--- config.mk ---
export PLATFORM = sky130hd
export DESIGN_NAME = axis_lck_amplitude
export DESIGN_NICKNAME = d
export VERILOG_FILES = /design/src/rtl/lck_ampl_pkg.sv /design/src/rtl/lck_isqrt_iter.sv /design/src/rtl/axis_lck_amplitude.sv
export SDC_FILE = /design/constraint.sdc
export NUM_CORES = 1
export LEC_CHECK = 0
export ABC_CLOCK_PERIOD_IN_PS = 13610
export CAP_MARGIN = 20
export CORE_AREA = 2 2 264 266
export DETAILED_ROUTE_END_ITERATION = 6
export DIE_AREA = 0 0 266 268
export HOLD_SLACK_MARGIN = 0.1
export PLACE_DENSITY = 0.62
export SKIP_LAST_GASP = 1
export SLEW_MARGIN = 20
export SYNTH_ARGS = -nofsm -noshare
export SYNTH_HDL_FRONTEND = slang
export SYNTH_SLANG_ARGS = --single-unit
--- constraint.sdc ---
create_clock -name a_clk -period 13.61 [get_ports a_clk]
set_input_delay 1.361 -clock a_clk [delete_from_list [all_inputs] [get_ports a_clk]]
set_output_delay 1.361 -clock a_clk [all_outputs]
set_load 0.03 [all_outputs]
--- src/rtl/lck_ampl_pkg.sv ---
`default_nettype none
// lck_ampl_pkg: widths, FSM states and config field offsets shared by the lock-in amplitude block.
// Revision 1.0
package lck_ampl_pkg;

  localparam int A2_WIDTH_DEF   = 48;
  localparam int ROOT_WIDTH_DEF = 24;
  localparam int FRAC_WIDTH_DEF = 16;

  localparam int CFG_EN_BIT  = 0;
  localparam int CFG_CLR_BIT = 1;
  localparam int CFG_K_LSB   = 8;
  localparam int CFG_K_MSB   = 12;
  localparam int K_WIDTH     = CFG_K_MSB - CFG_K_LSB + 1;

  localparam logic [K_WIDTH-1:0] K_MAX = K_WIDTH'(16);

  typedef enum logic [1:0] {
    IDLE = 2'd0,
    CALC = 2'd1,
    FILT = 2'd2,
    OUT  = 2'd3
  } state_t;

  function automatic logic [K_WIDTH-1:0] clamp_k(input logic [K_WIDTH-1:0] k);
    return (k > K_MAX) ? K_MAX : k;
  endfunction

endpackage
`default_nettype wire

--- src/rtl/lck_isqrt_iter.sv ---
`default_nettype none
// lck_isqrt_iter: restoring digit-by-digit integer square root, two operand bits per cycle.
// Revision 1.0
module lck_isqrt_iter #(
  parameter int A2_WIDTH   = 48,
  parameter int ROOT_WIDTH = 24
) (
  input  logic                  clk,
  input  logic                  rst,
  input  logic                  start,
  input  logic [A2_WIDTH-1:0]   operand,
  output logic                  done,
  output logic [ROOT_WIDTH-1:0] root
);

  localparam int CNT_W = $clog2(ROOT_WIDTH);

  logic                  running;
  logic [CNT_W-1:0]      step;
  logic [A2_WIDTH-1:0]   op;
  logic [ROOT_WIDTH+1:0] rem;
  logic [ROOT_WIDTH+1:0] rem_sh;
  logic [ROOT_WIDTH+1:0] trial;
  logic                  fits;

  // Remainder never exceeds 2*root before the last step, so the shift cannot lose bits.
  always_comb begin
    rem_sh = (rem << 2) | {{ROOT_WIDTH{1'b0}}, op[A2_WIDTH-1 -: 2]};
    trial  = {root, 2'b01};
    fits   = (rem_sh >= trial);
  end

  // High during the final iteration, so the caller can leave CALC on the same edge.
  assign done = running && (step == CNT_W'(ROOT_WIDTH - 1));

  always_ff @(posedge clk or posedge rst) begin
    if (rst) begin
      running <= 1'b0;
      step    <= '0;
      op      <= '0;
      rem     <= '0;
      root    <= '0;
    end else if (start) begin
      running <= 1'b1;
      step    <= '0;
      op      <= operand;
      rem     <= '0;
      root    <= '0;
    end else if (running) begin
      op   <= op << 2;
      rem  <= fits ? (rem_sh - trial) : rem_sh;
      root <= {root[ROOT_WIDTH-2:0], fits};
      step <= step + CNT_W'(1);
      if (done) begin
        running <= 1'b0;
      end
    end
  end

endmodule
`default_nettype wire

--- src/rtl/axis_lck_amplitude.sv ---
`default_nettype none
// axis_lck_amplitude: sqrt of lock-in |A|^2 followed by a configurable first-order IIR smoother.
// Revision 1.0
module axis_lck_amplitude
  import lck_ampl_pkg::*;
#(
  parameter int A2_WIDTH              = A2_WIDTH_DEF,
  parameter int ROOT_WIDTH            = ROOT_WIDTH_DEF,
  parameter int FRAC_WIDTH            = FRAC_WIDTH_DEF,
  parameter int configuration_address = 1000
) (
  input  logic                a_clk,
  input  logic                a_reset,
  input  logic [31:0]         config_addr,
  input  logic [511:0]        config_data,
  input  logic [A2_WIDTH-1:0] S_AXIS_A2_tdata,
  input  logic                S_AXIS_A2_tvalid,
  input  logic                deci_clk,
  output logic [31:0]         M_AXIS_AMPL_tdata,
  output logic                M_AXIS_AMPL_tvalid,
  output logic [31:0]         M_AXIS_RAW_tdata,
  output logic                busy,
  output logic [15:0]         overrun_count
);

  localparam int ACC_W = ROOT_WIDTH + FRAC_WIDTH;

  state_t                state;
  logic                  deci_prev;
  logic                  trig;
  logic                  drop;
  logic                  start;
  logic                  cfg_hit;
  logic                  clr;
  logic                  enable;
  logic                  primed;
  logic [K_WIDTH-1:0]    k;
  logic                  sqrt_done;
  logic [ROOT_WIDTH-1:0] root;
  logic [ACC_W-1:0]      acc;
  logic [ACC_W-1:0]      acc_next;
  logic [ACC_W-1:0]      target;
  logic signed [ACC_W:0] diff;
  logic signed [ACC_W:0] delta;
  logic signed [ACC_W:0] sum;
  logic                  unused_inputs;

  assign trig    = deci_clk & ~deci_prev;
  assign start   = trig && (state == IDLE);
  assign drop    = trig && (state != IDLE);
  assign cfg_hit = (config_addr == 32'(configuration_address));
  assign clr     = cfg_hit && config_data[CFG_CLR_BIT];
  assign busy    = (state != IDLE);

  assign unused_inputs = ^{config_data[511:CFG_K_MSB+1], config_data[CFG_K_LSB-1:CFG_CLR_BIT+1],
                           S_AXIS_A2_tvalid};

  lck_isqrt_iter #(
    .A2_WIDTH   (A2_WIDTH),
    .ROOT_WIDTH (ROOT_WIDTH)
  ) u_isqrt (
    .clk     (a_clk),
    .rst     (a_reset),
    .start   (start),
    .operand (S_AXIS_A2_tdata),
    .done    (sqrt_done),
    .root    (root)
  );

  // Difference is signed so a falling amplitude decays with an arithmetic shift.
  always_comb begin
    target = ACC_W'(root) << FRAC_WIDTH;
    diff   = $signed({1'b0, target}) - $signed({1'b0, acc});
    delta  = diff >>> k;
    sum    = $signed({1'b0, acc}) + delta;
    if (!enable || (k == '0) || !primed) begin
      acc_next = target;
    end else begin
      acc_next = ACC_W'(sum);
    end
  end

  always_ff @(posedge a_clk or posedge a_reset) begin
    if (a_reset) begin
      state              <= IDLE;
      deci_prev          <= 1'b0;
      enable             <= 1'b0;
      primed             <= 1'b0;
      k                  <= '0;
      acc                <= '0;
      overrun_count      <= '0;
      M_AXIS_AMPL_tdata  <= '0;
      M_AXIS_AMPL_tvalid <= 1'b0;
      M_AXIS_RAW_tdata   <= '0;
    end else begin
      deci_prev          <= deci_clk;
      M_AXIS_AMPL_tvalid <= 1'b0;

      if (cfg_hit) begin
        enable <= config_data[CFG_EN_BIT];
        k      <= clamp_k(config_data[CFG_K_MSB:CFG_K_LSB]);
      end

      if (clr) begin
        overrun_count <= drop ? 16'd1 : 16'd0;
      end else if (drop && (overrun_count != 16'hFFFF)) begin
        overrun_count <= overrun_count + 16'd1;
      end

      // Any cycle spent disabled forces a preload on the next filter update.
      if (state == FILT) begin
        primed <= enable;
      end else if (!enable) begin
        primed <= 1'b0;
      end

      case (state)
        IDLE: if (trig) state <= CALC;
        CALC: if (sqrt_done) state <= FILT;
        FILT: begin
          acc   <= acc_next;
          state <= OUT;
        end
        OUT: begin
          M_AXIS_AMPL_tdata  <= 32'(acc >> FRAC_WIDTH);
          M_AXIS_RAW_tdata   <= 32'(root);
          M_AXIS_AMPL_tvalid <= 1'b1;
          state              <= IDLE;
        end
        default: state <= IDLE;
      endcase
    end
  end

endmodule
`default_nettype wire

### Signal wires on met2

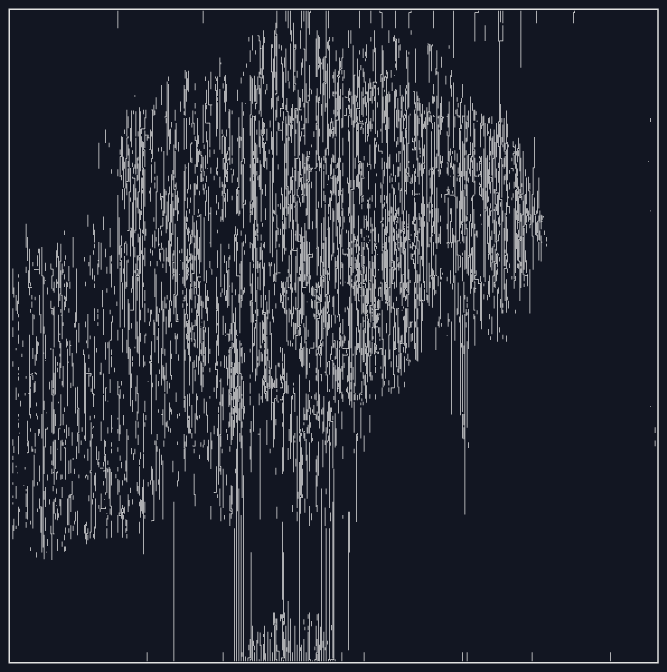
The wires run mostly vertical. The longest straight run is 112 um. 1803 nets have wire on it. The layer carries 22.4 mm of wire. The layer holds 46% of the routed length.
GR Util met2: 0.221
routed vias: 14900

==> out/results.ini <==
[finish]
sh_seq_area = 0.266
comb_area_um2 = 10800
final_cell_mix = 214 x dfrtp_1, 182 x nand2_1, 156 x nor2_1, 155 x clkdlybuf4s50_1, 151 x o21ai_0
nNonClkBuffers = 175
flops = 217
inv_count = 94

[placement]
dp.cells = 2912

[job]
warnings = 539

[clock_network]
postCtsHoldBufs = 0
cts_setup_buffers = 0
cts_tree = done
htreeDepth = 1

[critical_path]
crit_required_ns = 14.12
startpoint_type = flip-flop
crit_chain = or4_1 -> or3_1 -> or4_4 -> a21oi_2 -> a2111oi_0 -> nor2_1 -> mux2_1 -> nor4_1 -> o32ai_1 -> mux2_1 -> mux2_2 -> ha_1 -> a211oi_1 -> o21ai_0 -> a21oi_1 -> o21a_1 -> o211ai_1 -> o221ai_1 -> a21oi_1 -> a221oi_1 -> o21ai_0 -> or4_1 -> nand3_1
critical_path.endpoint_type = flip-flop
r2r_start = acc[5]
critPathMaxStageDelay_ns = 0.56

[final_timing]
rsz0062_at_grt = no
setup_viol = 0

[synth]
xor_share = 0.0497
ys_chip_area_um2 = 17100
edf_count = 0
ys_warn_count = 0
ys_sh_aoi = 0.221
ys_seq_frac = 0.318
topCellsByArea = dfrtp_1 32%, ha_1 7.2%, mux2i_1 7.2%
yosys_cells = 1965
netlist_area_um2 = 17100
yosysTopAreaCell = dfrtp_1
syn_avg_cell_area_um2 = 8.70

[route]
routed.top_layer = met4
drt_iter0_drc = 860
route.met2.wl_um = 22400
wl_met1_um = 22000
dr.pass1.iters = 5

[die]
core-area_um2 = 68200
dieArea_um2 = 71300
die_h_um = 268

[global_route]
use_met3 = 0.0284
antenna_found_initial = 1
grt_max_degree = 95

[status]
status = finished clean

[worst_hold_path]
hold_end = primed

### Gate families picked out

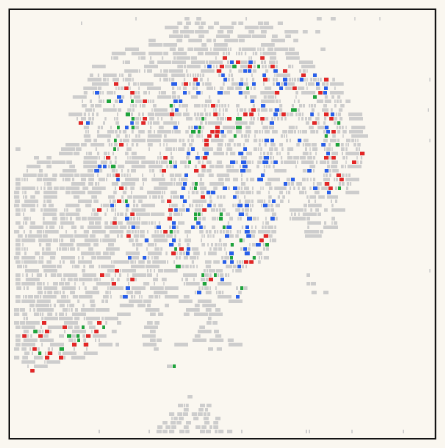
Key: AND and OR gates = green [cells 58, most used and3_1]; XOR/XNOR gates = red [cells 97, most used xnor2_1]; AND-OR and OR-AND gates = blue [cells 132, most used a21o_1]
Finished Layout Cells: 2962
most frequent logic cell in the layout: dfrtp_1

## per-stage QoR
stage	hold WS (ns)	total power, W	setup WS, ns	util	cell area [um2]
finish	0.500	0.00684	5.42	0.299	20400
global route	0.515	0.00747	5.09	0.299	20400
CTS	0.510	0.00685	5.53	0.299	20400
detailed placement	0.495	0.00605	5.61	0.285	19400
global placement	0.477	0.00602	5.59	0.285	19400
floorplan	0.466	0.00484	6.31	-	17100
## power by group
group          switching (W)  leakage [nW]  total, W  internal (W)
combinational        0.00280          5.84   0.00493       0.00213
clock               0.000313         0.454  0.000765      0.000452
sequential          0.000254          2.76   0.00115      0.000899
Power figures rest on the tool's default switching activity, not on a simulated workload.
